--- src/rtl/accum_pkg.sv ---
`default_nettype none
// ============================================================================
// Module  : accum_pkg
// Brief   : Shared state encoding and count-width helper for accum_nbit.
// Rev     : 1.0  initial release
// ============================================================================
package accum_pkg;

  typedef enum logic [1:0] {
    IDLE  = 2'd0,
    ACCUM = 2'd1,
    DONE  = 2'd2
  } state_t;

  // Bits needed to hold 0..count inclusive, never less than one.
  function automatic int cnt_width(input int count);
    int w;
    w = $clog2(count + 1);
    return (w < 1) ? 1 : w;
  endfunction

endpackage
`default_nettype wire

--- src/rtl/FA_nbit_Using_1bit_FA.sv ---
`default_nettype none
// ============================================================================
// Module  : FA_nbit_Using_1bit_FA (with leaf FA_1bit)
// Brief   : WIDTH-bit ripple-carry adder built from 1-bit full adders.
// Rev     : 1.0  initial release
// ============================================================================
module FA_1bit (
  input  logic a,
  input  logic b,
  input  logic cin,
  output logic s,
  output logic cout
);
  assign s    = a ^ b ^ cin;
  assign cout = (a & b) | (cin & (a ^ b));
endmodule

module FA_nbit_Using_1bit_FA #(
  parameter int WIDTH = 4
) (
  input  logic [WIDTH-1:0] a,
  input  logic [WIDTH-1:0] b,
  input  logic             cin,
  output logic [WIDTH-1:0] sum,
  output logic             cout
);
  logic [WIDTH:0] w_carry;

  assign w_carry[0] = cin;
  assign cout       = w_carry[WIDTH];

  for (genvar i = 0; i < WIDTH; i++) begin : g_bit
    FA_1bit u_fa (
      .a    (a[i]),
      .b    (b[i]),
      .cin  (w_carry[i]),
      .s    (sum[i]),
      .cout (w_carry[i+1])
    );
  end
endmodule
`default_nettype wire

--- src/rtl/accum_nbit.sv ---
`default_nettype none
// ============================================================================
// Module  : accum_nbit
// Brief   : Sums COUNT accepted operands per block, presents sum/carry flag.
// Rev     : 1.0  initial release
// ============================================================================
module accum_nbit
  import accum_pkg::*;
#(
  parameter int WIDTH = 4,
  parameter int COUNT = 4
) (
  input  logic                          clk,
  input  logic                          rst,
  input  logic                          in_valid,
  output logic                          in_ready,
  input  logic [WIDTH-1:0]              in_data,
  output logic                          out_valid,
  input  logic                          out_ready,
  output logic [WIDTH-1:0]              out_sum,
  output logic                          out_ovf,
  output logic [cnt_width(COUNT)-1:0]   out_cnt
);
  localparam int                 c_cnt_w = cnt_width(COUNT);
  localparam logic [c_cnt_w-1:0] c_count = c_cnt_w'(COUNT);
  localparam logic [c_cnt_w-1:0] c_one   = c_cnt_w'(1);

  state_t             r_state, w_state_nxt;
  logic [WIDTH-1:0]   r_acc, w_acc_nxt;
  logic               r_ovf, w_ovf_nxt;
  logic [c_cnt_w-1:0] r_cnt, w_cnt_nxt, w_cnt_inc;
  logic [WIDTH-1:0]   w_sum;
  logic               w_cout;
  logic               w_xfer;

  FA_nbit_Using_1bit_FA #(.WIDTH(WIDTH)) u_add (
    .a    (r_acc),
    .b    (in_data),
    .cin  (1'b0),
    .sum  (w_sum),
    .cout (w_cout)
  );

  // Ready depends on state alone, so there is no in_valid -> in_ready path.
  assign in_ready  = (r_state != DONE);
  assign out_valid = (r_state == DONE);
  assign w_xfer    = in_valid & in_ready;
  assign w_cnt_inc = r_cnt + c_one;

  assign out_sum = r_acc;
  assign out_ovf = r_ovf;
  assign out_cnt = r_cnt;

  always_comb begin
    w_state_nxt = r_state;
    w_acc_nxt   = r_acc;
    w_ovf_nxt   = r_ovf;
    w_cnt_nxt   = r_cnt;
    case (r_state)
      IDLE, ACCUM: begin
        if (w_xfer) begin
          w_acc_nxt   = w_sum;
          w_ovf_nxt   = r_ovf | w_cout;
          w_cnt_nxt   = w_cnt_inc;
          w_state_nxt = (w_cnt_inc == c_count) ? DONE : ACCUM;
        end
      end
      DONE: begin
        if (out_ready) begin
          w_state_nxt = IDLE;
          w_acc_nxt   = '0;
          w_ovf_nxt   = 1'b0;
          w_cnt_nxt   = '0;
        end
      end
      default: begin
        w_state_nxt = IDLE;
        w_acc_nxt   = '0;
        w_ovf_nxt   = 1'b0;
        w_cnt_nxt   = '0;
      end
    endcase
  end

  always_ff @(posedge clk or posedge rst) begin
    if (rst) begin
      r_state <= IDLE;
      r_acc   <= '0;
      r_ovf   <= 1'b0;
      r_cnt   <= '0;
    end else begin
      r_state <= w_state_nxt;
      r_acc   <= w_acc_nxt;
      r_ovf   <= w_ovf_nxt;
      r_cnt   <= w_cnt_nxt;
    end
  end

endmodule
`default_nettype wire

--- config.mk ---
export PLATFORM = sky130hd
export DESIGN_NAME = accum_nbit
export DESIGN_NICKNAME = d
export VERILOG_FILES = /design/src/rtl/accum_pkg.sv /design/src/rtl/FA_nbit_Using_1bit_FA.sv /design/src/rtl/accum_nbit.sv
export SDC_FILE = /design/constraint.sdc
export NUM_CORES = 1
export LEC_CHECK = 0
export CORE_UTILIZATION = 45
export DETAILED_ROUTE_END_ITERATION = 10
export HOLD_SLACK_MARGIN = 0.08
export PLACE_DENSITY = 0.75
export SETUP_SLACK_MARGIN = 0.3
export SYNTH_ARGS = -nofsm -noshare
export SYNTH_HDL_FRONTEND = slang
export SYNTH_HIERARCHICAL = 1
export SYNTH_SLANG_ARGS = --single-unit
--- constraint.sdc ---
create_clock -name clk -period 3.1 [get_ports clk]
set_input_delay 0.62 -clock clk [delete_from_list [all_inputs] [get_ports clk]]
set_output_delay 0.62 -clock clk [all_outputs]
set_load 0.01 [all_outputs]
Figure 1. Clock nets.
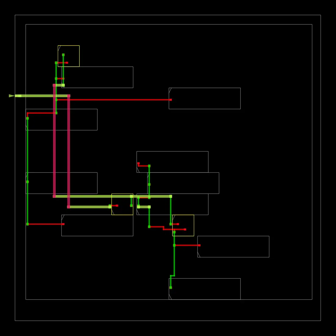
# clock sinks: 10
clock buf count: 3
Clk. pwr: 0.0000863 W

Figure 2. Signal wires by layer.
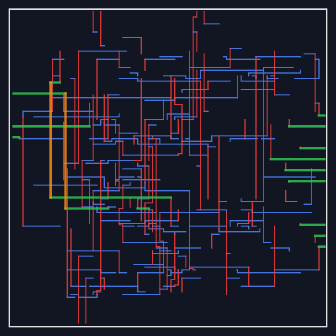
metal 2: marked red, wire length 532 um. metal 1: marked blue, wire length 488 um. metal 4: marked orange, wire length 28.6 um. metal 3: marked green, wire length 68.1 um.
routed len/inst: 13.6 um
Total Wirelength: 1.12 mm

==> metrics.yaml <==
seqPwrFrac_pct: 38.0
logic_family: "simple AND/OR/NAND/NOR gates"
critPathArrivalTime_ns: 2.86
comb_area_share_pct: 43.2
clkCellAreaFrac_pct: 2.73
seq_area_share_pct: 30.3
outcome: "finished clean"
slew_violations: 0
nets: 83
grt_usage_pct: 18.2
logic_gates: 35
fp_nets: 63
largest_reg_flops: 4
ant_nets: 0
async_flop_share_pct: 100
cpMaxStageDelayCell: "clkdlybuf4s50_1"
wl_met1_um: 487
use_met3_pct: 7.39
largest_class: "multi-input combinational cells"
dpl.cell_count: 79
clock_latency_ns: 0.26
ctsHoldBuffers: 0
layout_top_cells: "clkdlybuf4s50_1, dfrtp_1, nor3b_1, a211o_1, clkbuf_4"
met3_length_um: 68
startpoint_type: "input port"
n_all_buffers: 17
leakage_nw: 0.366
seq_area_frac_synth_pct: 40.0
synth_area_um2: 626
min_period_ns: 2.72
cts_tree: "built"
clkPwrFrac_pct: 12.2
tns_ns: 0
internal_power_w: 0.000455
dpl_cell_area_um2: 798
ys_ff: 10
avgSynthCellArea_um2: 12.8
grt_max_degree: 17
grt_pass1_wl_mm: 1.70
area_growth_pct: 32.0
yosysChipArea_um2: 626
final-nonclk-buf-share_pct: 20.6
cts-root-buf: "clkbuf_4"
ys_cells: 49
ys_types: 26
fillerInstances: 107
vias: 450
No activity file was given, so power comes from the tool's default toggle rates.
